Figure 1. The metal 1 layer.
(4 px per um) Supply wires on this layer in gray.
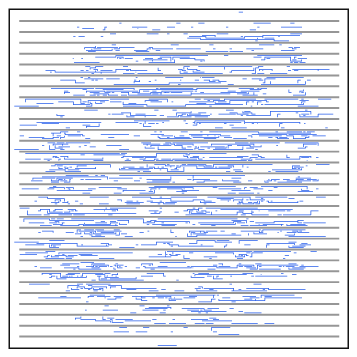
Figure 2. M2 wires.
(3 px per um) Cells faint in the background.
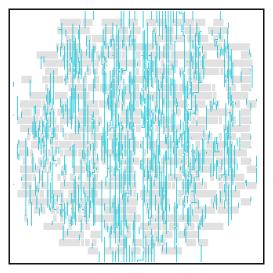
Figure 3. Met3 routing.
(4 px per um)
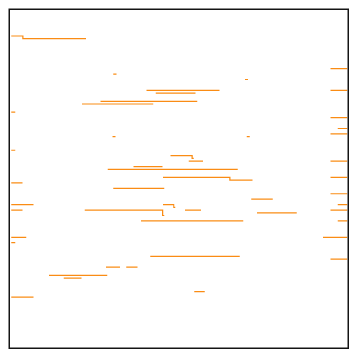
Figure 4. I/O pins on the die edge.
(4 px per um) Pins as bars across the die edge, other pins in gray.
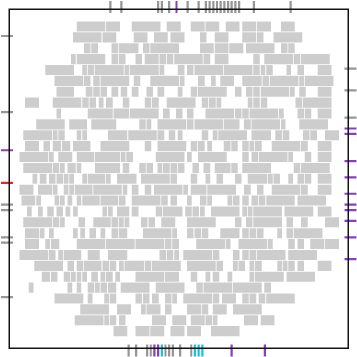
Figure 5. Placed standard cells.
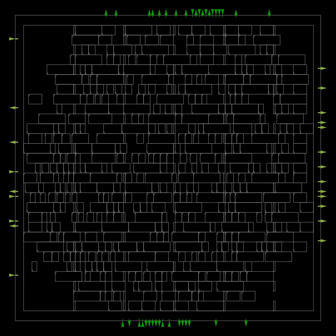
$ cat src/rtl/bnn_param_loader_if.sv
// bnn_param_loader_if: byte-stream and result handshake bundle for the BNN
// parameter loader. The master side is the SPI bridge / result consumer and
// the slave side is the loader itself.
interface bnn_param_loader_if;
    logic [7:0] s_data;
    logic       s_valid;
    logic       s_ready;
    logic [3:0] res_data;
    logic       res_valid;
    logic       res_ready;

    modport master (
        output s_data, s_valid, res_ready,
        input  s_ready, res_data, res_valid
    );

    modport slave (
        input  s_data, s_valid, res_ready,
        output s_ready, res_data, res_valid
    );
endinterface

$ cat src/rtl/bnn_param_loader.sv
// bnn_param_loader: assembles weight, bias and input words for the 4-neuron
// binary MLP from an 8-bit valid/ready byte stream. It drives them as stable
// parallel buses, waits SETTLE_CYCLES, then returns the captured 4-bit MLP
// result over a valid/ready handshake.
// Optional feature: define BNN_LOADER_CHECKSUM_EN to add a 6th XOR checksum
// byte per frame and the sticky frame_err output.
module bnn_param_loader #(
    parameter int unsigned SETTLE_CYCLES = 2   // legal range 1..15
) (
    input  logic                clk,
    input  logic                reset,
    bnn_param_loader_if.slave   bus,
    input  logic                frame_abort,
    output logic [15:0]         bnn_weights,
    output logic [15:0]         bnn_bias,
    output logic [3:0]          bnn_input,
    input  logic [3:0]          bnn_result
`ifdef BNN_LOADER_CHECKSUM_EN
    ,
    output logic                frame_err
`endif
);

`ifdef BNN_LOADER_CHECKSUM_EN
    localparam logic [2:0] LAST_BYTE = 3'd5;
`else
    localparam logic [2:0] LAST_BYTE = 3'd4;
`endif
    localparam logic [3:0] SETTLE_LOAD = 4'(SETTLE_CYCLES - 1);

    typedef enum logic [1:0] {
        COLLECT,
        APPLY,
        SETTLE,
        RESULT
    } state_t;

    state_t      state;
    logic [2:0]  byte_cnt;
    logic [3:0]  settle_cnt;
    logic        ready_q;
    logic [15:0] w_shadow;
    logic [15:0] b_shadow;
    logic [3:0]  i_shadow;
    logic [3:0]  res_data_q;
    logic        res_valid_q;
    logic        accept;
`ifdef BNN_LOADER_CHECKSUM_EN
    logic [7:0]  xor_acc;
`endif

    // ready_q is only ever set while in COLLECT, so it doubles as the state
    // qualifier for byte acceptance; gating with reset keeps s_ready low
    // while reset is held and high as soon as it is released.
    assign bus.s_ready   = ready_q && !reset;
    assign bus.res_data  = res_data_q;
    assign bus.res_valid = res_valid_q;
    assign accept        = ready_q && bus.s_valid;

    // Frame FSM: collect bytes, apply shadows, wait out settle, hand back result.
    always_ff @(posedge clk) begin
        if (reset) begin
            // NOTE: the shadow registers are reset too, so a frame interrupted
            // by reset can never leak stale bytes into a later apply.
            state       <= COLLECT;
            byte_cnt    <= 3'd0;
            settle_cnt  <= 4'd0;
            ready_q     <= 1'b1;
            w_shadow    <= 16'h0;
            b_shadow    <= 16'h0;
            i_shadow    <= 4'h0;
            bnn_weights <= 16'h0;
            bnn_bias    <= 16'h0;
            bnn_input   <= 4'h0;
            res_data_q  <= 4'h0;
            res_valid_q <= 1'b0;
`ifdef BNN_LOADER_CHECKSUM_EN
            xor_acc     <= 8'h0;
            frame_err   <= 1'b0;
`endif
        end else begin
            // NOTE: non-blocking assignments throughout, so every branch sees
            // the pre-edge value of the state and counters.
            case (state)
                COLLECT: begin
                    if (frame_abort) begin
                        // Abort wins over a byte offered in the same cycle.
                        byte_cnt <= 3'd0;
                    end else if (accept) begin
                        case (byte_cnt)
                            3'd0:    w_shadow[15:8] <= bus.s_data;
                            3'd1:    w_shadow[7:0]  <= bus.s_data;
                            3'd2:    b_shadow[15:8] <= bus.s_data;
                            3'd3:    b_shadow[7:0]  <= bus.s_data;
                            3'd4:    i_shadow       <= bus.s_data[3:0];
                            default: ;
                        endcase
`ifdef BNN_LOADER_CHECKSUM_EN
                        xor_acc <= (byte_cnt == 3'd0) ? bus.s_data : (xor_acc ^ bus.s_data);
`endif
                        if (byte_cnt == LAST_BYTE) begin
                            byte_cnt <= 3'd0;
`ifdef BNN_LOADER_CHECKSUM_EN
                            if (bus.s_data == xor_acc) begin
                                state   <= APPLY;
                                ready_q <= 1'b0;
                            end else begin
                                frame_err <= 1'b1;
                            end
`else
                            state   <= APPLY;
                            ready_q <= 1'b0;
`endif
                        end else begin
                            byte_cnt <= byte_cnt + 3'd1;
                        end
                    end
                end

                APPLY: begin
                    bnn_weights <= w_shadow;
                    bnn_bias    <= b_shadow;
                    bnn_input   <= i_shadow;
                    settle_cnt  <= SETTLE_LOAD;
                    state       <= SETTLE;
                end

                SETTLE: begin
                    if (settle_cnt == 4'd0) begin
                        res_data_q  <= bnn_result;
                        res_valid_q <= 1'b1;
                        state       <= RESULT;
                    end else begin
                        settle_cnt <= settle_cnt - 4'd1;
                    end
                end

                RESULT: begin
                    if (res_valid_q && bus.res_ready) begin
                        res_valid_q <= 1'b0;
                        ready_q     <= 1'b1;
                        state       <= COLLECT;
                    end
                end

                default: begin
                    state   <= COLLECT;
                    ready_q <= 1'b1;
                end
            endcase
        end
    end

endmodule
$ cat src/flat_wrapper.sv
// flat-port wrapper written by rule: the top's interface ports become plain ports
module bnn_param_loader_flat 
#(
    parameter int unsigned SETTLE_CYCLES = 2                       
)
  (clk, reset, frame_abort, bnn_weights, bnn_bias, bnn_input, bnn_result, bus_s_data, bus_s_valid, bus_res_ready, bus_s_ready, bus_res_data, bus_res_valid);
  bnn_param_loader_if bus_i ();
  input  logic clk;
  input  logic reset;
  input  logic frame_abort;
  output logic [15:0] bnn_weights;
  output logic [15:0] bnn_bias;
  output logic [3:0] bnn_input;
  input  logic [3:0] bnn_result;
  input wire logic [$bits(bus_i.s_data)-1:0] bus_s_data;
  input wire logic [$bits(bus_i.s_valid)-1:0] bus_s_valid;
  input wire logic [$bits(bus_i.res_ready)-1:0] bus_res_ready;
  output wire logic [$bits(bus_i.s_ready)-1:0] bus_s_ready;
  output wire logic [$bits(bus_i.res_data)-1:0] bus_res_data;
  output wire logic [$bits(bus_i.res_valid)-1:0] bus_res_valid;
  assign bus_i.s_data = bus_s_data;
  assign bus_i.s_valid = bus_s_valid;
  assign bus_i.res_ready = bus_res_ready;
  assign bus_s_ready = bus_i.s_ready;
  assign bus_res_data = bus_i.res_data;
  assign bus_res_valid = bus_i.res_valid;
  bnn_param_loader #(.SETTLE_CYCLES(SETTLE_CYCLES)) u_core (.clk(clk), .reset(reset), .bus(bus_i), .frame_abort(frame_abort), .bnn_weights(bnn_weights), .bnn_bias(bnn_bias), .bnn_input(bnn_input), .bnn_result(bnn_result));
endmodule
$ cat config.mk
export PLATFORM = sky130hd
export DESIGN_NAME = bnn_param_loader_flat
export DESIGN_NICKNAME = d
export VERILOG_FILES = /design/src/rtl/bnn_param_loader_if.sv /design/src/rtl/bnn_param_loader.sv /design/src/flat_wrapper.sv
export SDC_FILE = /design/constraint.sdc
export NUM_CORES = 1
export LEC_CHECK = 0
export ABC_AREA = 1
export CAP_MARGIN = 20
export CORE_MARGIN = 2
export CORE_UTILIZATION = 52
export CTS_CLUSTER_DIAMETER = 50
export DETAILED_ROUTE_END_ITERATION = 10
export GPL_TIMING_DRIVEN = 0
export PLACE_DENSITY = 0.76
export SLEW_MARGIN = 20
export SYNTH_ARGS = -nofsm -noshare
export SYNTH_HDL_FRONTEND = slang
export SYNTH_SLANG_ARGS = --single-unit
$ cat constraint.sdc
create_clock -name clk -period 1.86 [get_ports clk]
set_clock_uncertainty 0.05 [all_clocks]
set_input_delay 0.279 -clock clk [delete_from_list [all_inputs] [get_ports clk]]
set_output_delay 0.279 -clock clk [all_outputs]
set_load 0.02 [all_outputs]
==> results.txt <==
Number of logic gates: 231
Pleak: 1.58 nW
Comb area leader: AND-OR/OR-AND gates
Area fraction in compound gates: 24.6%
Worst Hold Class: in -> reg
Reg2Reg Depth: 8
Total clock sinks: 87
Dpl cell area: 4030 um^2
WP buf/inv: 2
Share of cells above drive strength 1: 7.04%
Routed len/inst: 14.0 um
Synth Seq Share: 51.9%
Final worst path period need: 1.76 ns
Max-cap violations: 0
Final net count: 493
Reg power frac: 58.8%
DP Worst Slack: 0.0392 ns
Logic inverters: 58
Vias/cell: 5.29
CP max stage delay: 0.61 ns
Crit-path leading delay family: buffers and inverters
Setup_tns: 0 ns
Cell depth of the worst setup path: 3
Switching share of power: 23.2%
Cell Type Count: 24
CP max-delay cell: clkdlybuf4s50_1
Hold slack: 0.266 ns
Reg2reg end: u_core.b_shadow[6]$_SDFFE_PP0P_
Slew headroom: 68.9%
Xor+xnor area frac: 0.261%
Ant diodes: 0
Seq power: 0.00189 W
Congestion Overflow GR: 0
Remaining antenna violation count after routing: 0
Final WS setup: 0.0988 ns
Final Cell Area: 4190 um^2
EDFF count, synth: 0
Comb power frac: 5.5%
Synth async-reset ratio: 0%
Most numerous logic cells after layout: dfxtp_1 (87), a21oi_1 (85), o21ai_0 (67)
Clk cell area share: 3.91%
Post-layout period usage: 94.7%
RSZ-0062 raised after global routing: no
#FFs+latches synth: 87
Hold Path Depth: 2
Multi-input combinational area share: 30.7%
Setup-failing EPs final: 0
Adder share: 4.10%
Top Usage Layer GRT: met2
Crit end category: primary output
Metal-1 WL: 3480 um
Bufs w/o clock: 78
CP max FO: 3
Post-route DRC: 0
Buffer share of cell area: 16.4%
Cells after Synth: 397
Initial antenna violation count: 0
WP data required: 1.53 ns
Critical path type: reg -> out
Number of logged tool warnings: 33
Final core occ: 66.4%
Worst endpoint data arrival time: 1.43 ns
Setup Buffers After CTS: 0
CTS Hold Bufs: 0
Die area: 7120 um^2
Fin. Hold Viols: 0
Cts bufs inserted: 9
Top pwr grp: sequential cells
Main flop type: dfxtp_1
First-pass DRT Iterations: 4
Syn_area_per_cell: 8.46 um^2
Worst Hold End: u_core.settle_cnt[1]$_SDFFE_PP0P_
Largest area class, layout: flip-flops and latches
Number of global-route vias before repair: 2721
Most numerous logic cell after layout: dfxtp_1
Yosys stat area: 3360 um^2
Worst-path clk slew: 0.08 ns
FP Rows: 29
Clock buf count: 12
Layout area overhead: 24.8%
R2r setup slk: 0.16 ns
Synth top cells by count: dfxtp_1 (87), a21oi_1 (85), o21ai_0 (68)
Worst-Margin Slew: 0.467 ns
Clock network power share: 35.8%
Internal: 0.00247 W
CTS Buffer Depth: 2
Final Total Pwr: 0.00321 W
Cell count listed in synth_stat.txt: 397
Top-count cell post-synth: dfxtp_1
Post-DP HPWL: 5410 um
Max Clk Rate: 568 MHz
Yosys warns: 0
Simple-Gate Fraction of Synth Area: 9.31%
Crit path from: u_core.ready_q$_SDFFE_PP1P_
Latency at later pin: 0.34 ns
Crit path launch type: flop
Clk. pwr: 0.00115 W
GR Util All Layers: 22.4%
Top area cell types: dfxtp_1 (52%), a21oi_1 (13%), o21ai_0 (10%)
Gp weighted congestion: 0.787
Synth area leader: dfxtp_1
Syn Nets: 425
Fp util: 53.2%
Run status: completed
Met3 wire length: 357 um
Seq. cell area: 1740 um^2
Logic area: 1280 um^2
Pin count of the biggest net entering global routing: 14
P_sw: 0.000744 W
Critical path, cell by cell: inv_1, nor2_1, clkdlybuf4s50_1
# placed instances: 531
Max Used Layer: met4
Min-delay src: reset
Post-CTS Resized: 0
DRT iter0 DRCs: 198
Well Taps: 77
Peak supply drop: 0.492 mV
Power Dens Cells: 766 nW/um^2
Mux share: 0%
CTS tree: yes
H-tree Lvls: 3
Post-Syn Area: 3360 um^2
Reg-to-reg startpoint: u_core.state[0]$_SDFFE_PP0P_
Met2 routed WL: 3680 um
-- Figure 1 (at the start) --
wire length on this layer: 3480 um
share of all routed wire: 46%
nets with wire on the layer: 457
longest straight run: 31.3 um
main direction: horizontal
met1 usage: 29.3%
via count: 2886
DRT Wirelength: 7620 um

-- Figure 2 (at the start) --
main direction: vertical
share of all routed wire: 48%
met2 GRT Util: 36.5%

-- Figure 3 (at the start) --
longest straight run: 32.2 um
wire length on this layer: 358 um
share of all routed wire: 4.7%
nets with wire on the layer: 38
main direction: horizontal
M3 GR Usage: 4.33%

-- Figure 4 (at the start) --
[purple] bnn_bias | pins: 16 | direction: output | edge: 10 right, 4 bottom, 1 top, 1 left
[red] frame_abort | pins: 1 | direction: input | edge: left
[cyan] bnn_input | pins: 4 | direction: output | edge: bottom
all pins by edge: 20 top, 17 bottom, 13 right, 9 left
Buffers on Ports: 57
Die Y-Extent: 84.4 um
Die X: 84.4 um

-- Figure 5 (at the start) --
Flop Count: 87
Fillers: 559
Seq/total area: 41.6%
Finished Layout Cells: 546
Core Area: 6310 um^2

No activity file was given, so power comes from the tool's default toggle rates.
